Figure 1. Clock network drawn from the DEF (run 1).
Scale: 6 px per micron.
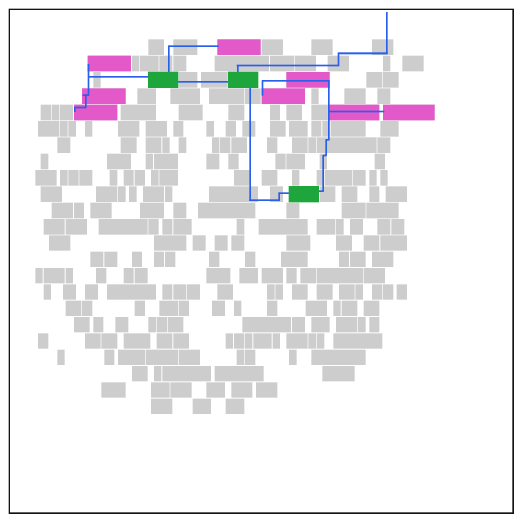
Figure 2. Metal 3 (run 1).
Scale: 6 px per micron.
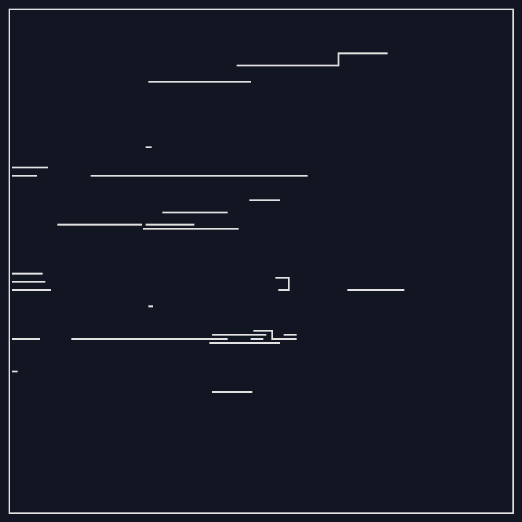
Figure 3. Logic cells by family (run 1).
Scale: 3 px per micron.
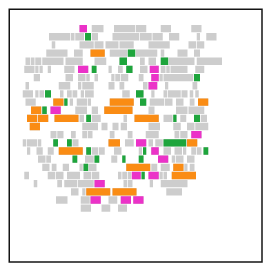
## config.mk

```make
export PLATFORM = sky130hd
export DESIGN_NAME = priority_encoder_rr
export DESIGN_NICKNAME = d
export VERILOG_FILES = /design/src/rtl/encoder_pkg.sv /design/src/rtl/rr_scan.sv /design/src/rtl/priority_encoder_rr.sv
export SDC_FILE = /design/constraint.sdc
export NUM_CORES = 1
export LEC_CHECK = 0
export CORE_MARGIN = 4
export CORE_UTILIZATION = 30
export CTS_CLUSTER_SIZE = 24
export DETAILED_ROUTE_END_ITERATION = 12
export GPL_TIMING_DRIVEN = 0
export HOLD_SLACK_MARGIN = 0.05
export PLACE_DENSITY_LB_ADDON = 0.3
export SLEW_MARGIN = 5
export SYNTH_ARGS = -nofsm -noshare
export SYNTH_HDL_FRONTEND = slang
export SYNTH_SLANG_ARGS = --single-unit
export TNS_END_PERCENT = 30
```

## constraint.sdc

```tcl
create_clock -name clk -period 3.55 [get_ports clk]
set_input_delay 0.355 -clock clk [delete_from_list [all_inputs] [get_ports clk]]
set_output_delay 0.355 -clock clk [all_outputs]
set_load 0.005 [all_outputs]
```

## src/rtl/encoder_pkg.sv

```systemverilog
// Shared constants for the request encoder: selection mode encoding and a width helper.
package encoder_pkg;

    localparam logic MODE_FIXED = 1'b0;
    localparam logic MODE_RR    = 1'b1;

    // Index width that stays at least one bit wide, so that N=1 corner builds still elaborate.
    function automatic int idx_width(input int n);
        return (n > 1) ? $clog2(n) : 1;
    endfunction

endpackage

```

## src/rtl/rr_scan.sv

```systemverilog
// Combinational circular scan: finds the first set request at or above start, wrapping N-1 -> 0.
module rr_scan
    import encoder_pkg::*;
#(
    parameter  int N = 8,
    localparam int W = idx_width(N)
) (
    input  logic [N-1:0] req,
    input  logic [W-1:0] start,
    output logic [W-1:0] idx,
    output logic         found
);

    always_comb begin
        int pos;
        idx   = '0;
        found = 1'b0;
        pos   = 0;
        for (int k = 0; k < N; k++) begin
            // Explicit wrap keeps non-power-of-two N from walking past N-1.
            pos = int'(start) + k;
            if (pos >= N) pos = pos - N;
            if (!found && req[pos]) begin
                found = 1'b1;
                idx   = W'(pos);
            end
        end
    end

endmodule

```

## src/rtl/priority_encoder_rr.sv

```systemverilog
// N-to-log2(N) request encoder with registered outputs, valid/ack hold and fixed or round-robin selection.
module priority_encoder_rr
    import encoder_pkg::*;
#(
    parameter  int N = 8,
    localparam int W = idx_width(N)
) (
    input  logic         clk,
    input  logic         rst,
    input  logic         en,
    input  logic         mode,
    input  logic [N-1:0] Y,
    input  logic         ack,
    output logic [W-1:0] A,
    output logic         valid,
    output logic         multi
);

    logic [W-1:0] ptr;
    logic [W-1:0] a_inc;
    logic [W-1:0] ptr_eff;
    logic         accept;
    logic         sample;

    logic [N-1:0] y_rev;
    logic [W-1:0] rr_idx;
    logic [W-1:0] rev_idx;
    logic [W-1:0] fx_idx;
    logic         rr_found;
    logic         fx_found;

    logic [W-1:0] win_idx;
    logic         win_found;
    logic         many;

    assign accept  = valid && ack;
    assign sample  = !valid || ack;
    assign a_inc   = (A == W'(N - 1)) ? '0 : A + W'(1);
    // An accept in the same cycle as a sample advances the scan start immediately (no bubble).
    assign ptr_eff = accept ? a_inc : ptr;

    always_comb begin
        y_rev = '0;
        for (int i = 0; i < N; i++) y_rev[i] = Y[N-1-i];
    end

    rr_scan #(.N(N)) u_rr_scan (
        .req   (Y),
        .start (ptr_eff),
        .idx   (rr_idx),
        .found (rr_found)
    );

    // Highest set bit: lowest set bit of the reversed vector, mapped back.
    rr_scan #(.N(N)) u_fx_scan (
        .req   (y_rev),
        .start ('0),
        .idx   (rev_idx),
        .found (fx_found)
    );

    assign fx_idx    = W'(N - 1) - rev_idx;
    assign win_idx   = (mode == MODE_RR) ? rr_idx : fx_idx;
    assign win_found = (mode == MODE_RR) ? rr_found : fx_found;
    assign many      = (Y & (Y - N'(1))) != '0;

    always_ff @(posedge clk) begin
        if (rst) begin
            A     <= '0;
            valid <= 1'b0;
            multi <= 1'b0;
            ptr   <= '0;
        end else begin
            if (accept) ptr <= a_inc;
            if (sample) begin
                if (en && win_found) begin
                    A     <= win_idx;
                    valid <= 1'b1;
                    multi <= many;
                end else begin
                    valid <= 1'b0;
                    multi <= 1'b0;
                end
            end
        end
    end

endmodule

```

==> results.yml, run 1 <==
# flow metrics
synthesis:
  yosysWarnings: 0
  synth-edff-count: 0
  area_leaders: "dfxtp_1 9.3%, mux4_2 6.5%, nor2_1 5.5%"
  ys_types: 71
  ys_seq_share: 0.0931
  ys.flops: 8
  ys_cells: 220
  yosysTopAreaCell: "dfxtp_1"
  ys_chip_area_sq_um: 1720
  synth_async_sr_flop_share: 0
  synthesis.area_sq_um: 1720
  ff_type: "dfxtp_1"
  synthCells: 220
  top_area_frac: 0.0931
  fp_nets: 236
  avgSynthCellArea_sq_um: 7.82
timing:
  final-hold-violation-count: 0
  rsz0062_at_grt: "true"
  min_period_over_period: 0.972
  slew_violations: 0
  slew_headroom: 0.474
  tightest_slew_ns: 0.784
  tns_ns: 0
  fmax_mhz: 290
  clock_skew_ns: 0.00152
  timing.final.crit_period_ns: 3.45
  finalSetupViolCount: 0
  setup_ws_ns: 0.101
  holdWs_ns: 0.475
setup_path:
  start_kind: "flop"
  crit_path_end_kind: "flop"
  worstPathArrival_ns: 3.57
  critical_path.max_fanout: 10
  path_class: "flop to flop"
  cp_data_required_time_ns: 3.67
floorplanning:
  fp-row-count: 27
  dieArea_sq_um: 7010
  initial_utilization: 0.311
  ios: 18
  coreArea_sq_um: 5540
  dieHeight_microns: 83.7
clock_network:
  postCtsHoldBufs: 0
  cts.reportedPaths.clkPinSlew_ns: 0.04
  cts_buffers: 3
  clock_path_buffers: 2
  cts_tree: "yes"
  cts_root_buffer: "clkbuf_8"
  h-tree-depth: 1
  insertion_delay_ns: 0.23
  clock-sinks: 8
global_route:
  grt_remaining_overflow: 0
  track_usage: 0.157
  antenna_found_initial: 0
  grt_pass1_wl_mm: 9.20
  grt_pass1_vias: 1817
  grt_max_degree: 11
placement:
  dpl_worst_slack_ns: -0.363
  place_area_sq_um: 1930
  place.gp.congestion: 0.894
  portBuffers: 10
  post-dp-hpwl_mm: 3.96
  place_inst: 302
drt:
  vias: 1872
  via_per_inst: 5.83
  wl_per_cell_microns: 17.2
  detail-route-antenna-nets: 0
  drtPass1Iterations: 4
  drtIter0Drc: 92
  drc: 0
  drt_wl_total_mm: 5.51
layout:
  area_growth_pct: 28.2
  fillers: 595
  layout.nets: 267
  ff_latch_area_sq_um: 168
  antennaDiodeCount: 0
  post-route-util: 0.398
  comb_area_sq_um: 1530
  drive_gt1_frac: 0.253
hold_path:
  hold_class: "input port to flop"
flow_run:
  cap_violations: 0
  tool_warnings: 27
status:
  outcome: "finished, final reports clean"
pwr:
  leakage_nw: 0.778
  irDropWorstVdd_uv: 175
  total_power_w: 0.000707
  p_per_area_nw_per_um2: 320
About Figure 1:
Key: green = clock drivers [count 3]; blue = clock wires [length 165 microns]; magenta = flip-flops [count 8]
There are 4 routed clock nets.

About Figure 2:
The layer carries 244 microns of wire. The layer holds 4.4% of the routed length. The wires run mostly horizontal. 23 nets have wire on it.

About Figure 3:
Key: magenta = AND-OR and OR-AND gates [cells 16]; orange = multiplexers [cells 19]; green = NAND gates [cells 27]
dominant logic cell type in the layout: nor2_1
Finished Layout Cells: 321
fraction of area in multi-input gates: 0.693

## run 1: worst max-delay path: stages, from the launching register on
cell,delay [ns]
dfxtp_4,0.35
ha_4,0.25
and3_4,0.18
nor2_4,0.13
inv_4,0.08
buf_6,0.16
ha_4,0.27
buf_8,0.11
mux4_2,0.58
mux2i_4,0.24
buf_6,0.14
nand2_1,0.06
o32a_1,0.32
o21ai_1,0.09
a211oi_2,0.09
o31a_1,0.28
## run 1: final timing paths
path              startpoint    end  depth (start not counted)
setup / recovery        A[1]   A[2]                         15
hold / removal           ack  multi                          3
setup reg to reg        A[1]   A[2]                         15
hold reg to reg        multi  multi                          2
## run 1: registers in the layout, indices dropped and copies added (netlist names)
signal / flops
A: 3
multi: 1
ptr: 3
valid: 1
## run 1: area by class of cell
cell class,instances,share of cell area
well taps,72,0.0408
inverters,10,0.0182
multi-input cells,186,0.693
clock buffers,3,0.0187
flip-flops and latches,8,0.0760
repair buffers,27,0.107
plain buffers,15,0.0465
## run 1: cells in the mapped netlist (2+ instances only)
library cell / number
nor2_1: 25
a211oi_1: 11
nand3_1: 11
clkbuf_1: 10
nor3_1: 10
o21ai_0: 10
mux2i_1: 9
a21oi_1: 8
dfxtp_1: 8
inv_1: 8
and3_1: 6
mux4_2: 5
nand2_1: 5
nand2b_1: 4
nand3b_1: 4
xnor2_1: 4
a31oi_1: 3
and2_1: 3
buf_6: 3
ha_1: 3
nor2b_1: 3
nor4_1: 3
o211ai_1: 3
a21boi_2: 2
a2bb2o_1: 2
a2bb2oi_1: 2
a311oi_1: 2
buf_1: 2
inv_2: 2
maj3_1: 2
mux2i_4: 2
o211a_1: 2
o21a_1: 2
o22ai_1: 2
o2bb2a_1: 2
o2bb2ai_1: 2
## run 1: per-layer routing
layer,GRT usage,vias to the layer above,part of all wire
li1,-,919,-
met1,0.228,905,0.48
met2,0.246,44,0.47
met3,0.0237,4,0.044
met4,0.0263,0,0.0083
met5,0,-,0
## run 1: cells by family (layout without fill, tap and decap cells)
logic type,count (synthesis),after routing,synth area share
mux,19,19,0.174
buf+inv,26,55,0.0705
xor+xnor,4,4,0.0204
simple gates,85,85,0.270
fa+ha+maj,5,5,0.0335
flops,8,8,0.0931
compound gates,73,73,0.339
## run 1: where the power goes
part / total [W] / switching [W] / internal [W]
clock network: 0.000111 / 0.0000374 / 0.0000736
logic: 0.000492 / 0.000261 / 0.000231
registers: 0.000104 / 0.00000625 / 0.0000974
total: 0.000707 / 0.000305 / 0.000402
## run 1: layout by cell type (no fill, tap or decap), drive strengths merged, types with 4 or more instances in the layout
master and count:
a21oi 10, nand2b 4, nor2 26, dfxtp 8, a211oi 11, nand2 6, nand3b 4, inv 10
nand3 11, and3 7, buf 24, mux4 6, nor3 11, o211ai 4, clkbuf 11, clkdlybuf4s50 10
xnor2 4, o21ai 11, mux2i 12
## run 1: timing repair
item / in CTS / in global routing
endpoints found under the setup margin: 4 / 3
gates cloned: 0 / 0
gates resized: 9 / 13
setup buffers: 16 / 1
pin swaps: 8 / 5
==> run 1 -> run 2 <==
--- a/config.mk
+++ b/config.mk
@@ -9,6 +9,7 @@
 export CORE_UTILIZATION = 30
 export CTS_CLUSTER_SIZE = 24
 export DETAILED_ROUTE_END_ITERATION = 12
+export GPL_ROUTABILITY_DRIVEN = 1
 export GPL_TIMING_DRIVEN = 0
 export HOLD_SLACK_MARGIN = 0.05
 export PLACE_DENSITY_LB_ADDON = 0.3
@@ -16,4 +17,4 @@
 export SYNTH_ARGS = -nofsm -noshare
 export SYNTH_HDL_FRONTEND = slang
 export SYNTH_SLANG_ARGS = --single-unit
-export TNS_END_PERCENT = 30
+export TNS_END_PERCENT = 10
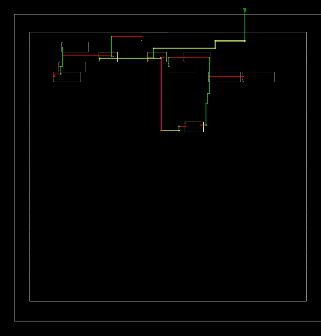
Figure 4: run 2, the clock network.
Insertion Delay late pin: 0.23 ns
# clk buffers: 3

==> results.yml, run 2 <==
# flow metrics
layout:
  comb_area_sq_um: 1530
  fillers: 595
  ff_latch_area_sq_um: 168
  lay_top_cells: "25 x nor2_1, 15 x buf_4, 11 x nand3_1, 10 x nor3_1, 10 x clkdlybuf4s50_1"
  layout.nets: 267
  area_growth_pct: 28.2
  top_regs: "A x3, ptr x3"
hold_path:
  hp-start: "ack"
  whs_endpoint: "multi"
  hold_class: "input port to flop"
floorplanning:
  ios: 18
  coreArea_sq_um: 5540
  initial_utilization: 0.311
  fp-row-count: 27
  dieArea_sq_um: 7010
synthesis:
  synthCells: 220
  area_leaders: "dfxtp_1 9.3%, mux4_2 6.5%, nor2_1 5.5%"
  yosysWarnings: 0
  synthesis.area_sq_um: 1720
  ys_seq_share: 0.0931
  ys_types: 71
  synth_top_cell_by_count: "nor2_1"
  synth_async_sr_flop_share: 0
  ff_type: "dfxtp_1"
  yosys-top-cells-count: "25 x nor2_1, 11 x a211oi_1, 11 x nand3_1"
  yosysTopAreaCell: "dfxtp_1"
setup_path:
  regToRegEndpoint: "A[2]"
  reg2reg_depth: 15
  path_class: "flop to flop"
  startpoint: "A[1]"
  crit_path_end_kind: "flop"
  cpMaxStageDelayCell: "mux4_2"
  cp_data_required_time_ns: 3.67
  worstPathArrival_ns: 3.57
  crit_buf_inv: 4
  critical_path.max_fanout: 10
  start_kind: "flop"
  cpLargestDelayFamily: "multiplexers"
pwr:
  clkPwrFrac: 0.157
  p_switching_w: 0.000305
  p_per_area_nw_per_um2: 320
  irDropWorstVdd_uv: 175
  pwr-share-seq: 0.147
placement:
  place_area_sq_um: 1930
  place.gp.congestion: 0.894
  post-dp-hpwl_mm: 3.96
clock_network:
  cts_buffers: 3
  postCtsHoldBufs: 0
  clock_path_buffers: 2
  cts_root_buffer: "clkbuf_8"
  cts.reportedPaths.clkPinSlew_ns: 0.04
  cts_tree: "yes"
  h-tree-depth: 1
timing:
  slew_violations: 0
  finalSetupViolCount: 0
  fmax_mhz: 290
  tns_ns: 0
  holdWs_ns: 0.475
  slew_headroom: 0.474
  clock_skew_ns: 0.00152
  timing.final.crit_period_ns: 3.45
  tightest_slew_ns: 0.784
  rsz0062_at_grt: "true"
flow_run:
  tool_warnings: 27
  cap_violations: 0
global_route:
  track_usage: 0.157
  gr-max-usage-layer: "met2"
  grt_pass1_wl_mm: 9.20
  grt_remaining_overflow: 0
  grt_max_degree: 11
  grt_pass1_vias: 1817
status:
  outcome: "finished, final reports clean"
drt:
  drtPass1Iterations: 4
  via_per_inst: 5.83
  wl_per_cell_microns: 17.2
  drtIter0Drc: 92
  drc: 0
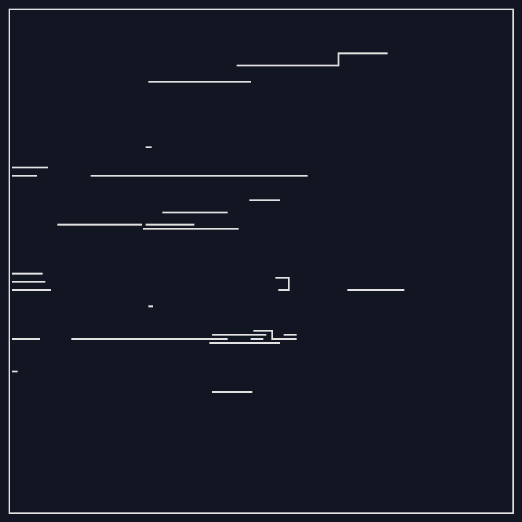
Figure 5: run 2, metal 3.
Scale: 6 px per micron.
The wires run mostly horizontal. The layer holds 4.4% of the routed length. The longest straight run is 35.9 microns. 23 nets have wire on it.
vias post-DR: 1872
M3 GR Usage: 0.0237
Routed WL: 5.51 mm

## run 2: cell counts in the layout (fill, tap and decap cells not counted)
No cell type changed its count.
## run 2: kinds of logic (layout without fill, tap and decap cells)
kind of cell,Yosys count,after routing,synth area share
adder cells (fa/ha/maj),5,5,0.0335
flip-flops,8,8,0.0931
multiplexers,19,19,0.174
AND-OR/OR-AND,73,73,0.339
AND/OR/NAND/NOR,85,85,0.270
XOR/XNOR,4,4,0.0204
buffers and inverters,26,55,0.0705
## run 2: worst min-delay path, cell delays in order
cell and delay [ns]:
buf_6 0.11, nand3b_1 0.12, a21oi_1 0.07
## run 2: how the worst max path moves through the flow
stage                end  slack [ns]  cells past startpoint
global route        A[1]       -0.06                     11
finish              A[2]        0.10                     15
detailed placement  A[0]       -0.36                     15
floorplan           A[0]        0.03                     15
CTS                 A[0]        0.02                     15
global placement    A[0]       -0.35                     15
## run 2: timing repair
action / in CTS / in global routing
setup endpoints to repair: 4 / 3
pin swaps: 8 / 5
gates resized: 9 / 13
setup buffers: 16 / 1
## run 2: power groups by stage
stage                     Clock [W]  Sequential [W]  Combinational [W]
final                      0.000111        0.000104           0.000492
after global routing       0.000121        0.000105           0.000536
after CTS                  0.000116        0.000104           0.000453
after detailed placement          0        0.000105           0.000396
after global placement            0        0.000105           0.000392
after floorplan                   0        0.000104           0.000305
## run 2: metal layers
layer / vias to the layer above / share of wire
li1: 919 / -
met1: 905 / 0.48
met2: 44 / 0.47
met3: 4 / 0.044
met4: 0 / 0.0083
met5: - / 0
## run 2: area by class of cell
type | instances | share of cell area
tap | 72 | 0.0408
buffer | 15 | 0.0465
multi-input combinational | 186 | 0.693
timing repair buffer | 27 | 0.107
clock buffer | 3 | 0.0187
sequential | 8 | 0.0760
inverter | 10 | 0.0182
## run 2: metrics by stage
stage / power, W / instances / util
2_1_floorplan: 0.000409 / 220 / -
3_3_place_gp: 0.000497 / 302 / 0.348
3_5_place_dp: 0.000501 / 302 / 0.348
4_1_cts: 0.000672 / 321 / 0.384
5_1_grt: 0.000761 / 321 / 0.398
6_report: 0.000707 / 321 / 0.398
==> run 2 -> run 3 <==
--- a/config.mk
+++ b/config.mk
@@ -5,7 +5,7 @@
 export SDC_FILE = /design/constraint.sdc
 export NUM_CORES = 1
 export LEC_CHECK = 0
-export CORE_MARGIN = 4
+export CORE_MARGIN = 2
 export CORE_UTILIZATION = 30
 export CTS_CLUSTER_SIZE = 24
 export DETAILED_ROUTE_END_ITERATION = 12
==> constraint.sdc (replaced) <==
create_clock -name clk -period 3.55 [get_ports clk]
set_input_delay 0.355 -clock clk [delete_from_list [all_inputs] [get_ports clk]]
set_output_delay 0.355 -clock clk [all_outputs]
set_load 0.1 [all_outputs]
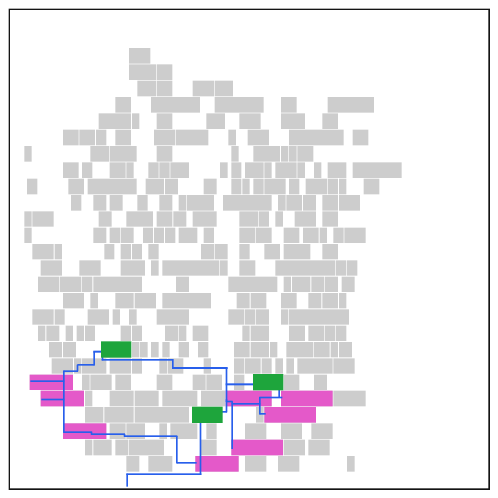
Figure 6: run 3, clock network drawn from the DEF.
Scale: 6 px per micron.
Key: magenta = flip-flops [count 8]; blue = clock wires [length 152 microns]; green = clock drivers [count 3]
There are 4 routed clock nets.

==> results.yml, run 3 <==
# flow metrics
status:
  outcome: "finished, final reports clean"
synthesis:
  synth_top_cell_by_count: "nor2_1"
  yosysTopAreaCell: "dfxtp_1"
  avgSynthCellArea_sq_um: 7.82
  synth-edff-count: 0
  ys.flops: 8
  synthesis.area_sq_um: 1720
  area_leaders: "dfxtp_1 9.3%, mux4_2 6.5%, nor2_1 5.5%"
  top_area_frac: 0.0931
  ys_seq_share: 0.0931
placement:
  dpl_worst_slack_ns: -0.233
  place.gp.congestion: 0.865
  portBuffers: 10
clock_network:
  h-tree-depth: 1
  clock-sinks: 8
  cts.reportedPaths.clkPinSlew_ns: 0.05
  cts_buffers: 3
  cts_root_buffer: "clkbuf_8"
setup_path:
  slowest_delay_ns: 0.51
  cpMaxStageDelayCell: "mux4_2"
  crit_buf_inv: 3
  path_cells: "ha_4 -> and3_4 -> nor2_4 -> clkinv_4 -> buf_4 -> buf_4 -> a211oi_2 -> a2bb2o_1 -> mux4_2 -> o32a_1 -> o21ai_1 -> a211oi_2 -> o31a_1"
  start_kind: "flop"
layout:
  area_growth_pct: 34.7
  post-route-util: 0.421
  antennaDiodeCount: 0
  fillers: 562
  comb_area_sq_um: 1560
drt:
  detail-route-antenna-nets: 0
  drtIter0Drc: 165
global_route:
  grt_max_degree: 11
  track_usage: 0.172
  grt_pass1_wl_mm: 8.69
pwr:
  p_per_area_nw_per_um2: 342
  irDropWorstVdd_uv: 187
timing:
  slew_violations: 0
  timing.final.crit_period_ns: 3.53
  setup_ws_ns: 0.0229
  holdWs_ns: 0.436
hold_path:
  hold_class: "input port to flop"
flow_run:
  tool_warnings: 28
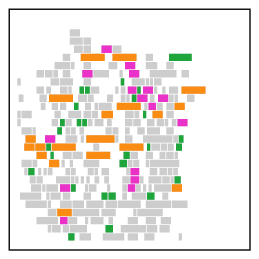
Figure 7: run 3, logic cells by family.
Scale: 3 px per micron.
Key: orange = multiplexers [cells 19]; magenta = AND-OR and OR-AND gates [cells 16]; green = NAND gates [cells 27]

==> run 3: cell counts after synthesis <==
Identical to the previous run, type by type.
==> run 3: cell type report <==
| class | instances | area share |
|---|---|---|
| Timing Repair Buffer | 38 | 0.136 |
| Multi-Input combinational cell | 186 | 0.672 |
| Tap cell | 72 | 0.0389 |
| Clock buffer | 4 | 0.0194 |
| Inverter | 10 | 0.0184 |
| Buffer | 15 | 0.0410 |
| Sequential cell | 8 | 0.0745 |
==> run 3: final timing paths <==
kind                             from    end  slack [ns]  depth (start not counted)
worst min register to register  multi  multi        0.48                          2
worst max register to register   A[1]   A[2]        0.02                         13
worst min-delay path              ack  multi        0.44                          3
worst max-delay path             A[1]   A[2]        0.02                         13
==> run 3: metrics by stage <==
| step | power [W] | setup TNS [ns] |
|---|---|---|
| after global placement | 0.000536 | -0.655 |
| after CTS | 0.000686 | 0 |
| after global routing | 0.000840 | -0.311 |
| after detailed placement | 0.000538 | -0.613 |
| after floorplan | 0.000449 | -0.0138 |
| final | 0.000793 | 0 |
==> run 3: power breakdown <==
| part | switching [W] | internal (W) |
|---|---|---|
| sequential | 0.00000733 | 0.0000976 |
| clock | 0.0000409 | 0.0000783 |
| combinational | 0.000315 | 0.000254 |
==> run 3: tightest hold or removal path, delay by kind of cell <==
family	cells	cell delay, ns
compound gates	1	0.05
buf+inv	1	0.11
simple gates	1	0.10
==> run 3: layer usage <==
metal | GRT usage | share of wire | vias up
met5 | 0 | 0 | -
li1 | - | - | 940
met4 | 0.0448 | 0.014 | 0
met3 | 0.0170 | 0.033 | 8
met2 | 0.291 | 0.50 | 54
met1 | 0.231 | 0.45 | 952
==> run 3: what timing repair did <==
item / in CTS / in global routing
cloned: 0 / 0
pin swaps: 3 / 8
gates resized: 7 / 16
setup buffers: 6 / 22
setup endpoints to repair: 3 / 4
==> run 3: cells by family (layout without fill, tap and decap cells) <==
logic type | count (synthesis) | in the layout | share of synthesized area
XOR/XNOR | 4 | 4 | 0.0204
AND/OR/NAND/NOR | 85 | 85 | 0.270
buffers and inverters | 26 | 67 | 0.0705
AND-OR/OR-AND | 73 | 73 | 0.339
multiplexers | 19 | 19 | 0.174
adder cells (fa/ha/maj) | 5 | 5 | 0.0335
flip-flops | 8 | 8 | 0.0931

==> layout pictures side by side <==
Routed metal, one colour a layer.
Scale: 3 px per micron.
picture 1
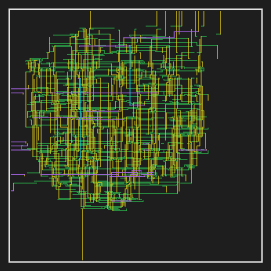
picture 2
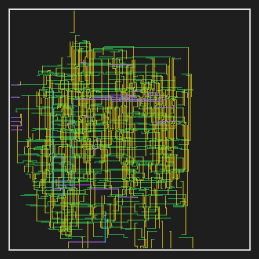
| picture | from |
|---|---|
| picture 1 | run 2 |
| picture 2 | run 3 |

Key to picture 2:
Key: yellow = metal 2 [wire length 2930 microns]; purple = metal 3 [wire length 192 microns]; cyan = metal 4 [wire length 83.0 microns]; green = metal 1 [wire length 2620 microns]

Power and IR drop assume default switching activity.
